### config.mk
export PLATFORM = sky130hd
export DESIGN_NAME = pwm_counter
export DESIGN_NICKNAME = d
export VERILOG_FILES = /design/src/rtl/pwm_counter.sv
export SDC_FILE = /design/constraint.sdc
export NUM_CORES = 1
export LEC_CHECK = 0
export CAP_MARGIN = 20
export CORE_ASPECT_RATIO = 0.5
export CORE_UTILIZATION = 65
export DETAILED_ROUTE_END_ITERATION = 10
export DONT_BUFFER_PORTS = 1
export PLACE_DENSITY = 0.89
export SYNTH_ARGS = -nofsm -noshare
export SYNTH_HDL_FRONTEND = slang
export SYNTH_SLANG_ARGS = --single-unit
### constraint.sdc
create_clock -name clk -period 3.3 [get_ports clk]
set_input_delay 0.66 -clock clk [delete_from_list [all_inputs] [get_ports clk]]
set_output_delay 0.66 -clock clk [all_outputs]
set_load 0.02 [all_outputs]
### src/rtl/pwm_counter.sv
// -----------------------------------------------------------------------------
// pwm_counter
//
// Timebase stage that sits directly in front of pwm_gen. It produces the
// running count plus the period/compare values that pwm_gen compares against.
//
//   * A prescaler divides clk so that one counter step ("tick") happens every
//     prescale+1 enabled cycles.
//   * The counter runs up (0 .. period, then back to 0) or down
//     (period .. 0, then reload period). A registered one-cycle wrap_pulse
//     marks the cycle in which count_val takes its wrap value.
//   * Optional shadow registers (compile-time macro PWM_CNT_SHADOW_EN) hold
//     period/compare1/compare2 stable for a whole period. New values are
//     picked up only at a wrap, on cnt_clr, or while the counter is disabled,
//     so pwm_gen never sees a mid-period change.
//     Without the macro the *_out ports are a plain pass-through of *_in.
//
// Parameters
//   CNT_W   width of count_val, period and compare values
//   PSC_W   width of the prescale value and of the internal prescaler counter
//
// Ports
//   clk           in   1      peripheral clock, rising edge
//   rst           in   1      asynchronous reset, active-high
//   cnt_en        in   1      1 = count, 0 = freeze counter and prescaler
//   cnt_clr       in   1      synchronous clear, wins over counting
//   count_up      in   1      1 = up-count, 0 = down-count
//   prescale      in   PSC_W  tick every prescale+1 clk cycles
//   period_in     in   CNT_W  terminal value from the register file
//   compare1_in   in   CNT_W  compare1 from the register file
//   compare2_in   in   CNT_W  compare2 from the register file
//   count_val     out  CNT_W  registered counter value
//   period_out    out  CNT_W  effective period
//   compare1_out  out  CNT_W  effective compare1
//   compare2_out  out  CNT_W  effective compare2
//   wrap_pulse    out  1      one-cycle strobe when count_val takes its wrap value
// -----------------------------------------------------------------------------
module pwm_counter #(
  parameter int CNT_W = 16,
  parameter int PSC_W = 8
) (
  input  logic             clk,
  input  logic             rst,
  input  logic             cnt_en,
  input  logic             cnt_clr,
  input  logic             count_up,
  input  logic [PSC_W-1:0] prescale,
  input  logic [CNT_W-1:0] period_in,
  input  logic [CNT_W-1:0] compare1_in,
  input  logic [CNT_W-1:0] compare2_in,
  output logic [CNT_W-1:0] count_val,
  output logic [CNT_W-1:0] period_out,
  output logic [CNT_W-1:0] compare1_out,
  output logic [CNT_W-1:0] compare2_out,
  output logic             wrap_pulse
);

  // Terminal value the counter actually works against: the shadowed period
  // when shadowing is built, otherwise the live register-file value.
  logic [CNT_W-1:0] period_eff;

  logic [PSC_W-1:0] psc_cnt;
  logic [PSC_W-1:0] psc_nxt;
  logic [CNT_W-1:0] count_nxt;
  logic             wrap_nxt;
  logic             tick;
  logic             wrap_evt;

  // ---------------------------------------------------------------------------
  // Prescaler tick and wrap detection
  // ---------------------------------------------------------------------------
  // ">=" rather than "==" so that lowering prescale below the current
  // prescaler count still produces a tick on the next cycle instead of
  // running the prescaler all the way around.
  assign tick = cnt_en && (psc_cnt >= prescale);

  // Up: anything at or above the period wraps, which also pulls the counter
  // back into range after the period was lowered below count_val.
  // Down: wrap (reload) when the counter has reached zero.
  assign wrap_evt = tick && (count_up ? (count_val >= period_eff)
                                      : (count_val == '0));

  // ---------------------------------------------------------------------------
  // Next-state logic
  // ---------------------------------------------------------------------------
  always_comb begin
    // NOTE: every signal gets a default first so no path leaves it unassigned
    // and no latch is inferred.
    psc_nxt   = psc_cnt;
    count_nxt = count_val;
    wrap_nxt  = 1'b0;

    if (cnt_clr) begin
      // Clear beats a coincident tick; wrap_pulse stays low.
      psc_nxt   = '0;
      count_nxt = '0;
    end else if (cnt_en) begin
      psc_nxt = tick ? '0 : psc_cnt + PSC_W'(1);
      if (tick) begin
        wrap_nxt = wrap_evt;
        if (count_up) begin
          count_nxt = wrap_evt ? '0 : count_val + CNT_W'(1);
        end else begin
          count_nxt = wrap_evt ? period_eff : count_val - CNT_W'(1);
        end
      end
    end
  end

  // ---------------------------------------------------------------------------
  // Counter state
  // ---------------------------------------------------------------------------
  always_ff @(posedge clk or posedge rst) begin
    // NOTE: sequential state uses non-blocking assignments so every register
    // samples pre-edge values regardless of process ordering.
    if (rst) begin
      psc_cnt    <= '0;
      count_val  <= '0;
      wrap_pulse <= 1'b0;
    end else begin
      psc_cnt    <= psc_nxt;
      count_val  <= count_nxt;
      wrap_pulse <= wrap_nxt;
    end
  end

  // ---------------------------------------------------------------------------
  // Period / compare values handed to pwm_gen
  // ---------------------------------------------------------------------------
`ifdef PWM_CNT_SHADOW_EN
  // Reload on the same edge that sets wrap_pulse, on clear, and continuously
  // while disabled so a freshly enabled counter starts with current values.
  logic shadow_load;

  assign shadow_load = wrap_evt || cnt_clr || !cnt_en;

  always_ff @(posedge clk or posedge rst) begin
    if (rst) begin
      period_out   <= '0;
      compare1_out <= '0;
      compare2_out <= '0;
    end else if (shadow_load) begin
      period_out   <= period_in;
      compare1_out <= compare1_in;
      compare2_out <= compare2_in;
    end
  end

  assign period_eff = period_out;
`else
  // No shadowing: register-file writes take effect immediately.
  assign period_out   = period_in;
  assign compare1_out = compare1_in;
  assign compare2_out = compare2_in;
  assign period_eff   = period_in;
`endif

endmodule

==> out/highlights.md <==
- Mapped Avg Cell Area: 7.81 µm²
- area fraction in mux cells: 0.361%
- total length of routed wires: 7020 µm
- CTS clk-pin slew, worst paths: 0.10 ns
- io pins: 126
- Core Util, Final: 63.5%
- relative slew slack: 52.6%
- initial antenna violation count: 0
- CTS tree: built
- number of pins exceeding their max-slew limit in the final report: 0
- Worst path slowest cell: sky130_fd_sc_hd__dfrtp_1
- clock period minus worst slack: 2.91 ns
- RSZ-0062 raised after global routing: false
- Critical Path AT: 3.08 ns
- Post-Place Cells: 356
- total via count after detailed routing: 2,431
- number of nets in the finished design: 396
- cell family with most CP delay: AND-OR/OR-AND gates
- remaining antenna violation count: 0
- final non-filler cell area: 2540 µm²
- Crit Path Category: register to register
- count of library flops with an enable pin: 0
- Crit Path Max Fanout: 12
- Compound-Gate Fraction of Synth Area: 19.9%
- grt total ovfl: 0
- die area: 4550 µm²
- Clock net power: 0.000196 W
- Post-Syn Instances: 355
- chip area line of the yosys report: 2770 µm²
- max incr delay on CP: 0.60 ns
- run status: complete, no violations
- Comb group: 0.0000973 W
- combinational family with the most area after synthesis: simple AND/OR/NAND/NOR gates
- element type at the critical path start: register
- Yosys Warn Count: 0
- crit path cell chain: ha_1 > nand4_1 > a311oi_1 > a211oi_2 > buf_4 > o21ai_2 > nor3_1 > or3_1
- area taken by flip-flops and latches: 626 µm²
- half-perimeter wire length of the detailed placement result: 5300 µm
- GRT Resource Usage Total: 30.8%
- Clock power frac: 32.2%
- gpl congestion: 0.982
- hold-fix buffer count after cts: 0
- Final Hold Violating Endpoints: 0
- area share of and/or/nand/nor cells after synthesis: 22.6%
- setup slack at placement: 0.283 ns
- clk_skew: 0.00128 ns
- Adder Area Share: 12.2%
cell type report:
type	count	share of cell area (%)
multi-input cells	238	62.8
flip-flops and latches	25	24.6
inverters	31	4.57
repair buffers	9	3.44
well taps	54	2.66
clock buffers	3	1.62
clock inverters	1	0.295
Yosys cell counts, drive strengths merged (5+ instances only):
cell	count	area (µm²)
buf	53	404
inv	31	116
nand2	31	116
ha	27	338
nor2	27	101
dfrtp	25	626
a21oi	17	85.1
o21ai	16	83.8
nor3	13	65.1
nand3	11	55.1
clkbuf	8	30.0
nand4	8	50.1
a211oi	6	50.1
a31oi	5	31.3
nand2b	5	31.3
nor4	5	46.3
xnor2	5	43.8
path summary, 6_finish.rpt:
| kind | from | endpoint | depth (start not counted) |
|---|---|---|---|
| min | rst | psc_cnt[6]$_DFFE_PP0P_ | 1 |
| min reg2reg | psc_cnt[7]$_DFFE_PP0P_ | psc_cnt[7]$_DFFE_PP0P_ | 2 |
| max | count_val[9]$_DFFE_PP0P_ | count_val[14]$_DFFE_PP0P_ | 8 |
| max reg2reg | count_val[9]$_DFFE_PP0P_ | count_val[14]$_DFFE_PP0P_ | 8 |
| min in group clk | cnt_clr | psc_cnt[2]$_DFFE_PP0P_ | 1 |
| max in group asynchronous | rst | count_val[0]$_DFFE_PP0P_ | 2 |
flip-flops by register name (all words and copies together) (netlist names):
name and count:
psc_cnt 8, wrap_pulse 1, count_val 16
layer usage:
layer / global-route usage (%) / up-vias / share of wire [%]
li1: - / 1114 / -
met1: 38.1 / 1111 / 40
met2: 51.9 / 171 / 45
met3: 9.19 / 35 / 12
met4: 14.2 / 0 / 3.1
met5: 0 / - / 0
==> images/ff_map.png <==
Scale: 8 px per µm. Other sequential cells in the stronger gray, the rest of the logic in the fainter gray.
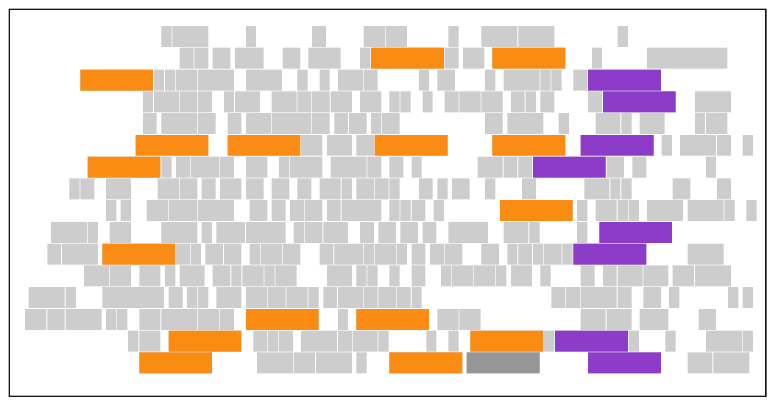
legend:
  `psc_cnt`:
    color: purple
    sequential_cells: 8
  `count_val`:
    color: orange
    sequential_cells: 16

==> images/placed.png <==
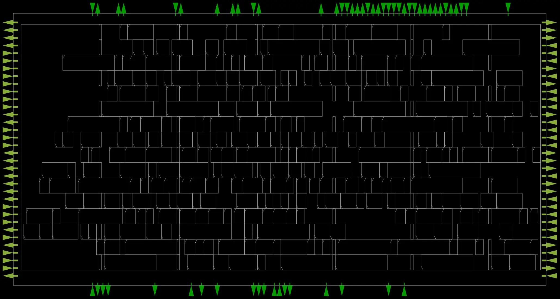
number of tapcells: 54
flip-flops: 25
share of cell area taken by flip-flops and latches: 24.6%
Row Count: 16

==> images/layers.png <==
Scale: 4 px per µm. Two of the layers only.
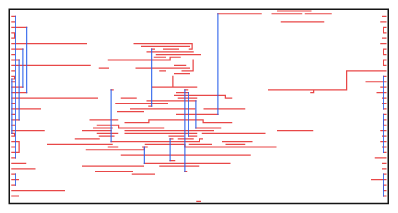
legend:
  M3:
    color: red
    wire_length: 840 µm
  M4:
    color: blue
    wire_length: 216 µm

Power is estimated from default activity; no workload was simulated.
